Run 1, metal 2:
Cells faint in the background.
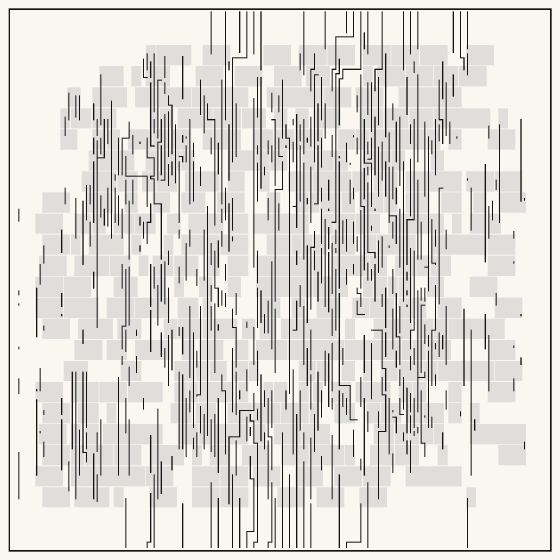
Run 1, I/O nets highlighted:
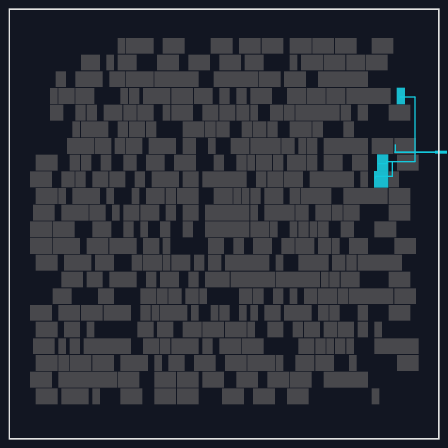
Run 1, placement by cell class:
Fill, decap, tap and diode cells in gray.
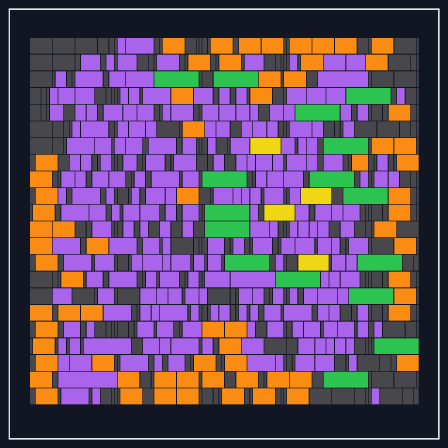
Run 1, placement view:
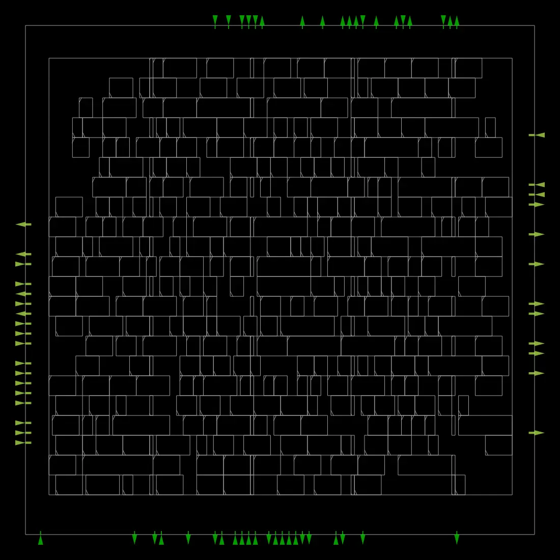
==> src/rtl/pc_unit.sv <==
// Program counter with B/BR branch evaluation, stall, and a sticky HALT state.
// Define PC_TRACE_EN to add the retired/last_br_src/last_br_dst trace outputs.
module pc_unit #(
  parameter int              WIDTH      = 16,
  parameter int              IMM_W      = 9,
  parameter int              INC        = 2,
  parameter logic [WIDTH-1:0] RESET_ADDR = '0
) (
  input  logic             clk,
  input  logic             rst,
  input  logic             stall,
  input  logic             br_valid,
  input  logic             br_reg,
  input  logic [2:0]       cond,
  input  logic [IMM_W-1:0] imm,
  input  logic [WIDTH-1:0] reg_target,
  input  logic [2:0]       flags,
  input  logic             hlt,
`ifdef PC_TRACE_EN
  output logic [31:0]      retired,
  output logic [WIDTH-1:0] last_br_src,
  output logic [WIDTH-1:0] last_br_dst,
`endif
  output logic [WIDTH-1:0] pc,
  output logic [WIDTH-1:0] pc_seq,
  output logic             taken,
  output logic             halted
);

  typedef enum logic {RUN = 1'b0, HALT = 1'b1} state_e;

  state_e           state_q, state_d;
  logic [WIDTH-1:0] pc_q, pc_d;
  logic             halted_q, halted_d;
  logic             cond_true;
  logic             flag_z, flag_v, flag_n;
  logic [WIDTH-1:0] imm_ext, b_target, target;
  logic             active;

  assign flag_z = flags[2];
  assign flag_v = flags[1];
  assign flag_n = flags[0];

  always_comb begin
    cond_true = 1'b0;
    unique case (cond)
      3'b000: cond_true = ~flag_z;
      3'b001: cond_true = flag_z;
      3'b010: cond_true = ~flag_z & ~flag_n;
      3'b011: cond_true = flag_n;
      3'b100: cond_true = flag_z | ~flag_n;
      3'b101: cond_true = flag_n | flag_z;
      3'b110: cond_true = flag_v;
      3'b111: cond_true = 1'b1;
      default: cond_true = 1'b0;
    endcase
  end

  // Sign-extend the word offset, then scale to bytes.
  assign imm_ext  = WIDTH'(signed'(imm));
  assign pc_seq   = pc_q + WIDTH'(INC);
  assign b_target = pc_seq + (imm_ext << 1);
  assign target   = br_reg ? {reg_target[WIDTH-1:1], 1'b0} : b_target;

  assign active = (state_q == RUN) & ~stall;
  assign taken  = br_valid & cond_true & active & ~hlt;

  always_comb begin
    state_d  = state_q;
    pc_d     = pc_q;
    halted_d = halted_q;
    if (active) begin
      if (hlt) begin
        state_d  = HALT;
        halted_d = 1'b1;
      end else if (taken) begin
        pc_d = target;
      end else begin
        pc_d = pc_seq;
      end
    end
  end

  always_ff @(posedge clk) begin
    if (rst) begin
      state_q  <= RUN;
      pc_q     <= RESET_ADDR;
      halted_q <= 1'b0;
    end else begin
      state_q  <= state_d;
      pc_q     <= pc_d;
      halted_q <= halted_d;
    end
  end

  assign pc     = pc_q;
  assign halted = halted_q;

`ifdef PC_TRACE_EN
  logic [31:0]      retired_q, retired_d;
  logic [WIDTH-1:0] last_br_src_q, last_br_src_d;
  logic [WIDTH-1:0] last_br_dst_q, last_br_dst_d;

  always_comb begin
    retired_d     = retired_q;
    last_br_src_d = last_br_src_q;
    last_br_dst_d = last_br_dst_q;
    if (active) retired_d = retired_q + 32'd1;
    if (taken) begin
      last_br_src_d = pc_q;
      last_br_dst_d = target;
    end
  end

  always_ff @(posedge clk) begin
    if (rst) begin
      retired_q     <= '0;
      last_br_src_q <= '0;
      last_br_dst_q <= '0;
    end else begin
      retired_q     <= retired_d;
      last_br_src_q <= last_br_src_d;
      last_br_dst_q <= last_br_dst_d;
    end
  end

  assign retired     = retired_q;
  assign last_br_src = last_br_src_q;
  assign last_br_dst = last_br_dst_q;
`endif

endmodule

==> config.mk <==
export PLATFORM = sky130hd
export DESIGN_NAME = pc_unit
export DESIGN_NICKNAME = d
export VERILOG_FILES = /design/src/rtl/pc_unit.sv
export SDC_FILE = /design/constraint.sdc
export NUM_CORES = 1
export LEC_CHECK = 0
export CORE_MARGIN = 3
export CORE_UTILIZATION = 49
export DETAILED_ROUTE_END_ITERATION = 10
export PLACE_DENSITY_LB_ADDON = 0.15
export SYNTH_ARGS = -nofsm -noshare
export SYNTH_HDL_FRONTEND = slang
export SYNTH_SLANG_ARGS = --single-unit
==> constraint.sdc <==
create_clock -name clk -period 5.95 [get_ports clk]
set_clock_uncertainty 0.1 [all_clocks]
set_input_delay 1.19 -clock clk [delete_from_list [all_inputs] [get_ports clk]]
set_output_delay 1.19 -clock clk [all_outputs]
set_load 0.01 [all_outputs]
==> summary.txt, run 1 <==
fresh numbers from the pnr run: fmax 209.3 MHz, share of layout cells above drive strength 1 4.984%, Largest stage delay, worst path 0.61 ns, H-Tree Depth 1, flip-flops with a built-in enable 0, fa+ha+maj area frac 12.31%, Worst-Margin Slew 0.9231 ns, Logic family by area AND-OR/OR-AND gates, Vias/cell 5.940, aggregate global-route resource usage 22.34%, met3 usage 1.884%, count of cell types in the netlist 55, via count of the first global-routing pass 2,015, post_cts resized 0, P_sw 0.1229 mW, worst reg2reg setup slack 2.33 ns, Slew Limit Fails 0, Yosys reg bits 16, share of power burned in registers 32.1%, Mean Syn Cell Area 7.632 um^2, CTS tree done, most frequent cell after synthesis a21oi_1, critical path type input port to output pin, routed vias 2,192, setup slack after layout 1.173 ns, Worst R2R Path Depth 13, outcome finished, final reports clean, worst hold start halted, # Max-Cap Violations 0, final hold slack 0.4175 ns, combinational fraction of the cell area 57.94%, # rows 22, Top cells excl fill/tap clkdlybuf4s50_1, a21oi_1, o21ai_0, crit end category output pin, Overall Power 0.3707 mW, met3 routed WL 354 um, Num CTS Buffers 3, Top area cell types dfxtp_1, ha_1, a21oi_1, Avg WL per Cell 15.26 um, Syn Inst Count 261, CP arrival 3.49 ns, die height 69.76 um, Async S/R FF share, synth 0%, Hold Path Sink halted, # Post-CTS Setup Buffers 0, top logic cell by instance count in the layout clkdlybuf4s50_1, total of clock buffers placed in the layout 4, period utilization 80.29%, # Cells Yosys 261, post-layout util 71.80%, worst vdd ir 0.07934 mV, Mapped Area 1992 um^2, Data required, critical path 4.66 ns, tool warnings 30, grt met1 use 33.01%, AND-OR/OR-AND Cells, Area Fraction 30.90%, initial DRC count 281, post-synthesis mux area share 2.513%, crit path from cond[1], WP depth 6, Final non-clock buffer share 24.86%, post-route ant nets 0, unrepaired setup endpoints after global routing no, Yosys Chip Area 1992 um^2, Setup crit end taken
-- 'metal 2' (at the start) --
wire length on this layer: 2,580 um
share of all routed wire: 46%
main direction: vertical
longest straight run: 33.0 um

-- 'I/O nets highlighted' (at the start) --
[cyan] stall | direction: input | end cells: 3 | buffers: 1 | wire: 32.6 um
IO Port Bufs: 67
io pins: 71

-- 'placement by cell class' (at the start) --
[yellow] clock drivers and dummy loads | cells: 4
[green] registers | cells: 16
[orange] remaining buffers and delay cells | cells: 68
[purple] remaining logic cells | cells: 233

-- 'placement view' (at the start) --
Placeable Area: 3799 um^2
seq_cells: 16
tap cell count: 48
flop share of the area: 11.74%
Fillers: 340

-- run 1: power groups by stage --
stage / sequential (mW) / clock, mW / combinational [mW]
6_report: 0.119 / 0.100 / 0.151
4_1_cts: 0.119 / 0.0985 / 0.150
5_1_grt: 0.120 / 0.104 / 0.165
3_5_place_dp: 0.121 / 0 / 0.149
3_3_place_gp: 0.121 / 0 / 0.146
2_1_floorplan: 0.122 / 0 / 0.0879
-- run 1: cells by family (layout without fill, tap and decap cells) --
group / Yosys count / after routing
other: 1 / 2
AOI/OAI and AO/OA: 93 / 93
DFF: 16 / 16
adders and majority gates: 19 / 19
and+or+nand+nor: 81 / 81
xor gates and xnor gates: 24 / 24
buffers and inverters: 22 / 81
muxes: 5 / 5
-- run 1: flip-flops by register name, indices dropped and copies added (netlist names) --
name	flops
halted	1
pc	15
Run 1, M3 wires:
The bar under the picture is 20 um long.
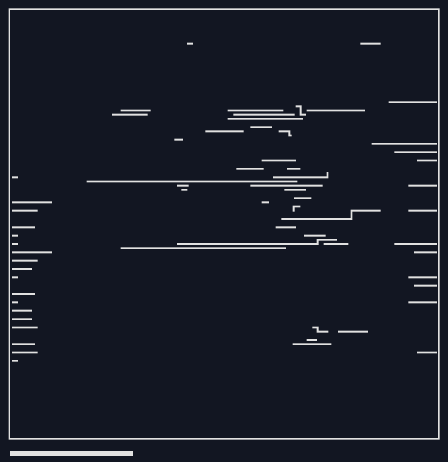

==> run 2: changes to the inputs <==
Settings changed: CORE_UTILIZATION 49 to 41.
Clock period 5.95 ns to 4 ns, I/O delays scaled along.
Run 2, M3 wires:
The bar under the picture is 20 um long.
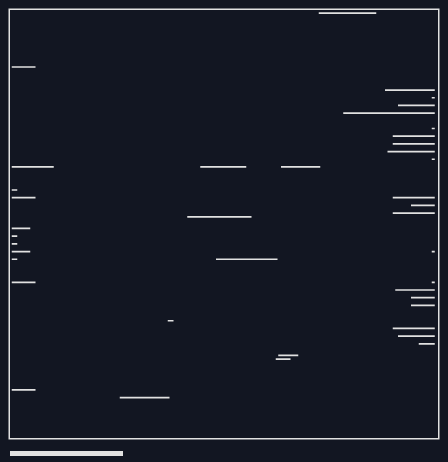
nets with wire on the layer: 38
longest straight run: 15.9 um

==> run 2 against run 1 <==
Net effect:
- clock power grew about 20%
- combinational power grew about 50%
- utilization shrank 11 points
- total power grew 41%
- via count shrank 4.4%
- clock-buffer cell count shrank 1
- sequential power grew 49%
- worst hold slack lost 0.0062 ns
==> summary.txt, run 2 <==
fresh numbers from the pnr run: critical path type register to output pin, Vias/cell 5.372, count of cell types in the netlist 55, worst vdd ir 0.09934 mV, diode count 0, top logic cell by instance count in the layout clkdlybuf4s50_1, pin count of the biggest net entering global routing 26, io pins 71, # Cells Yosys 261, die height 75.70 um, Commonest flop dfxtp_1, flop share of the area 11.55%, Area growth syn-to-layout 39.20%, Slew Limit Fails 0, Power Dens Cells 188.7 nW/um^2, Max-area cell share 16.08%, # setup viols final 0, metal2 WL 2.684 mm, # rows 24, Overall Power 0.5231 mW, H-Tree Depth 1, met3 routed WL 194 um, placed cell count 387, # hold bufs at CTS 0, slowest cell on the critical path clkdlybuf4s50_1, Mean Syn Cell Area 7.632 um^2, number of flip-flops in the largest register 15, flip-flops with a built-in enable 0, setup slack after layout 0.4210 ns, total congestion overflow 0, post_cts resized 0, Layout Nets 383, aggregate global-route resource usage 20.18%, Avg WL per Cell 14.44 um, Pwr top combinational cells, grt met1 use 27.42%, combinational fraction of the cell area 56.99%, chip area 5730 um^2, P_sw 0.1719 mW, gpl congestion 0.8905, final hold slack 0.4113 ns, tool warnings 30, Async S/R FF share, synth 0%, Logic power comb 0.226 mW, post-layout util 61.15%, initial DRC count 109, routed vias 2,095, Largest stage delay, worst path 0.60 ns, Final non-clock buffer share 25.81%, Mapped Area 1992 um^2, Syn Inst Count 261, P_seq 0.177 mW, HP Class register to register, total clock sinks 16, Data required, critical path 3.10 ns, list of most frequent post-synthesis cells a21oi_1, o21ai_0, ha_1, nand2_1, nor2_1, # Max-Cap Violations 0, register area share after synthesis 16.08%, met3 usage 3.166%, Die Wd 75.70 um, dpl cell area 2731 um^2, Top cells excl fill/tap clkdlybuf4s50_1, a21oi_1, o21ai_0, Worst-Margin Slew 0.6501 ns, unrepaired setup endpoints after global routing no, Metal-1 WL 2.711 mm, via count of the first global-routing pass 2,001, most frequent cell after synthesis a21oi_1, Yosys Chip Area 1992 um^2, tap cell count 65, period utilization 89.48%, Yosys reg bits 16, CP Launch Type register, share of power burned in registers 33.9%, Logic cell area 1580 um^2, IO Port Bufs 67, Buf/Inv on CP 1, Place WS 0.3730 ns, Num CTS Buffers 3, seq_cells 16, Largest area class, layout logic gates, cell type with the largest total area dfxtp_1, multi-input gates 224, crit end category output pin, outcome finished, final reports clean, total of clock buffers placed in the layout 3, Fillers 433, fmax 279.4 MHz, share of layout cells above drive strength 1 6.154%, CTS tree done, WP depth 6, CP arrival 2.68 ns, DRC Markers 0, # Post-CTS Setup Buffers 0, Top area cell types dfxtp_1, ha_1, a21oi_1, post-route ant nets 0, leakage 1.109 nW, Clock Power 0.120 mW, Post-DP HPWL 4.387 mm, Hold Crit Depth 2, first-pass GRT wire length 9.128 mm, Placeable Area 4534 um^2, Worst R2R Path Depth 13
[run 2: cell counts after synthesis]
No cell type changed its count.
[run 2: cells by family (layout without fill, tap and decap cells)]
family,Yosys count,count (layout),synth area share (%)
simple gates,81,81,21.98
xor+xnor,24,24,11.24
mux,5,5,2.513
buf+inv,22,85,4.773
other cells,1,2,0.1883
compound gates,93,93,30.91
fa+ha+maj,19,19,12.31
flops,16,16,16.08
[run 2: worst min-delay path: stages, from the launching register on]
cell and delay, ns:
dfxtp_1 0.36, a21oi_1 0.05, nor2_1 0.07
[run 2: worst paths after layout]
path           endpoint  slack [ns]  startpoint
max reg2reg      pc[15]        0.46       pc[1]
min reg2reg      halted        0.41      halted
max          pc_seq[13]        0.42       pc[1]
min              halted        0.41      halted
==> run 3: changes to the inputs <==
Settings changed: CTS_CLUSTER_SIZE set to 28.
Run 3, I/O nets highlighted:
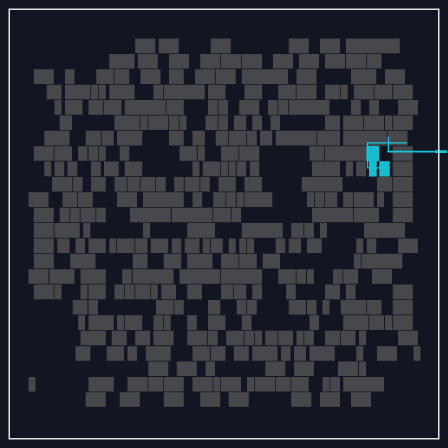
[cyan] stall | direction: input | end cells: 3 | buffers: 1 | wire: 24.2 um

==> run 3 against run 2 <==
Net effect:
- worst setup slack did not move
- sequential share of layout area did not move
- final cell count did not move
- clock-buffer cell count did not move
- worst hold slack did not move
- critical path type unchanged
- largest power group unchanged
==> summary.txt, run 3 <==
fresh numbers from the pnr run: crit path from pc[1], Layout Nets 383, worst hold start halted, Pwr top combinational cells, Num CTS Buffers 3, routed vias 2,095, # Cells Yosys 261, Mean Syn Cell Area 7.632 um^2, crit end category output pin, Syn Inst Count 261, io pins 71, Async S/R FF share, synth 0%, Vias/cell 5.372, initial DRC count 109, Metal-1 WL 2.711 mm, yosys simple share 21.98%, # hold bufs at CTS 0, Yosys Chip Area 1992 um^2, Max-area cell share 16.08%, Logic cell area 1580 um^2, Commonest flop dfxtp_1, Yosys reg bits 16, Avg WL per Cell 14.44 um, unrepaired setup endpoints after global routing no, list of most frequent post-synthesis cells a21oi_1, o21ai_0, ha_1, nand2_1, nor2_1, Place WS 0.3730 ns, Slew Limit Fails 0, die height 75.70 um, post-layout util 61.15%, Overall Power 0.5231 mW, Logic power comb 0.226 mW, CTS tree done, Worst-Margin Slew 0.6501 ns, total congestion overflow 0, final hold slack 0.4113 ns, fa+ha+maj area frac 12.31%, Logic family by area AND-OR/OR-AND gates, via count of the first global-routing pass 2,001, Power Dens Cells 188.7 nW/um^2, Mapped Area 1992 um^2, leakage 1.109 nW, gpl congestion 0.8905, Area growth syn-to-layout 39.20%, share of power burned in registers 33.9%, Clock Power 0.120 mW, tool warnings 30, met3 routed WL 194 um, AND-OR/OR-AND Cells, Area Fraction 30.90%, Placeable Area 4534 um^2, placed cell count 387, total clock sinks 16, critical path type register to output pin, register area share after synthesis 16.08%, post-synthesis mux area share 2.513%, dpl cell area 2731 um^2, Post-DP HPWL 4.387 mm, flip-flops with a built-in enable 0, pin count of the biggest net entering global routing 26, outcome finished, final reports clean, H-Tree Depth 1, metal2 WL 2.684 mm, first-pass GRT wire length 9.128 mm, worst vdd ir 0.09934 mV, aggregate global-route resource usage 20.18%, fmax 279.4 MHz
-- run 3: cell type report --
type,count,area share [%]
multi-input cells,224,56.99
repair buffers,73,25.81
clock buffers,3,1.489
well taps,65,2.933
inverters,9,1.218
flip-flops and latches,16,11.55
-- run 3: worst max-delay path, cell delays in order (launching register included) --
cell	delay, ns
dfxtp_1	0.46
ha_1	0.28
nand3_1	0.22
nor2_2	0.31
and2_1	0.28
xor2_1	0.29
clkdlybuf4s50_1	0.60
-- run 3: path summary, 6_finish.rpt --
path | slack, ns | endpoint | cells past startpoint
worst max-delay path | 0.42 | pc_seq[13] | 6
worst min-delay path | 0.41 | halted | 2
worst max register to register | 0.46 | pc[15] | 13
worst min register to register | 0.41 | halted | 2
Power figures rest on the tool's default switching activity, not on a simulated workload.
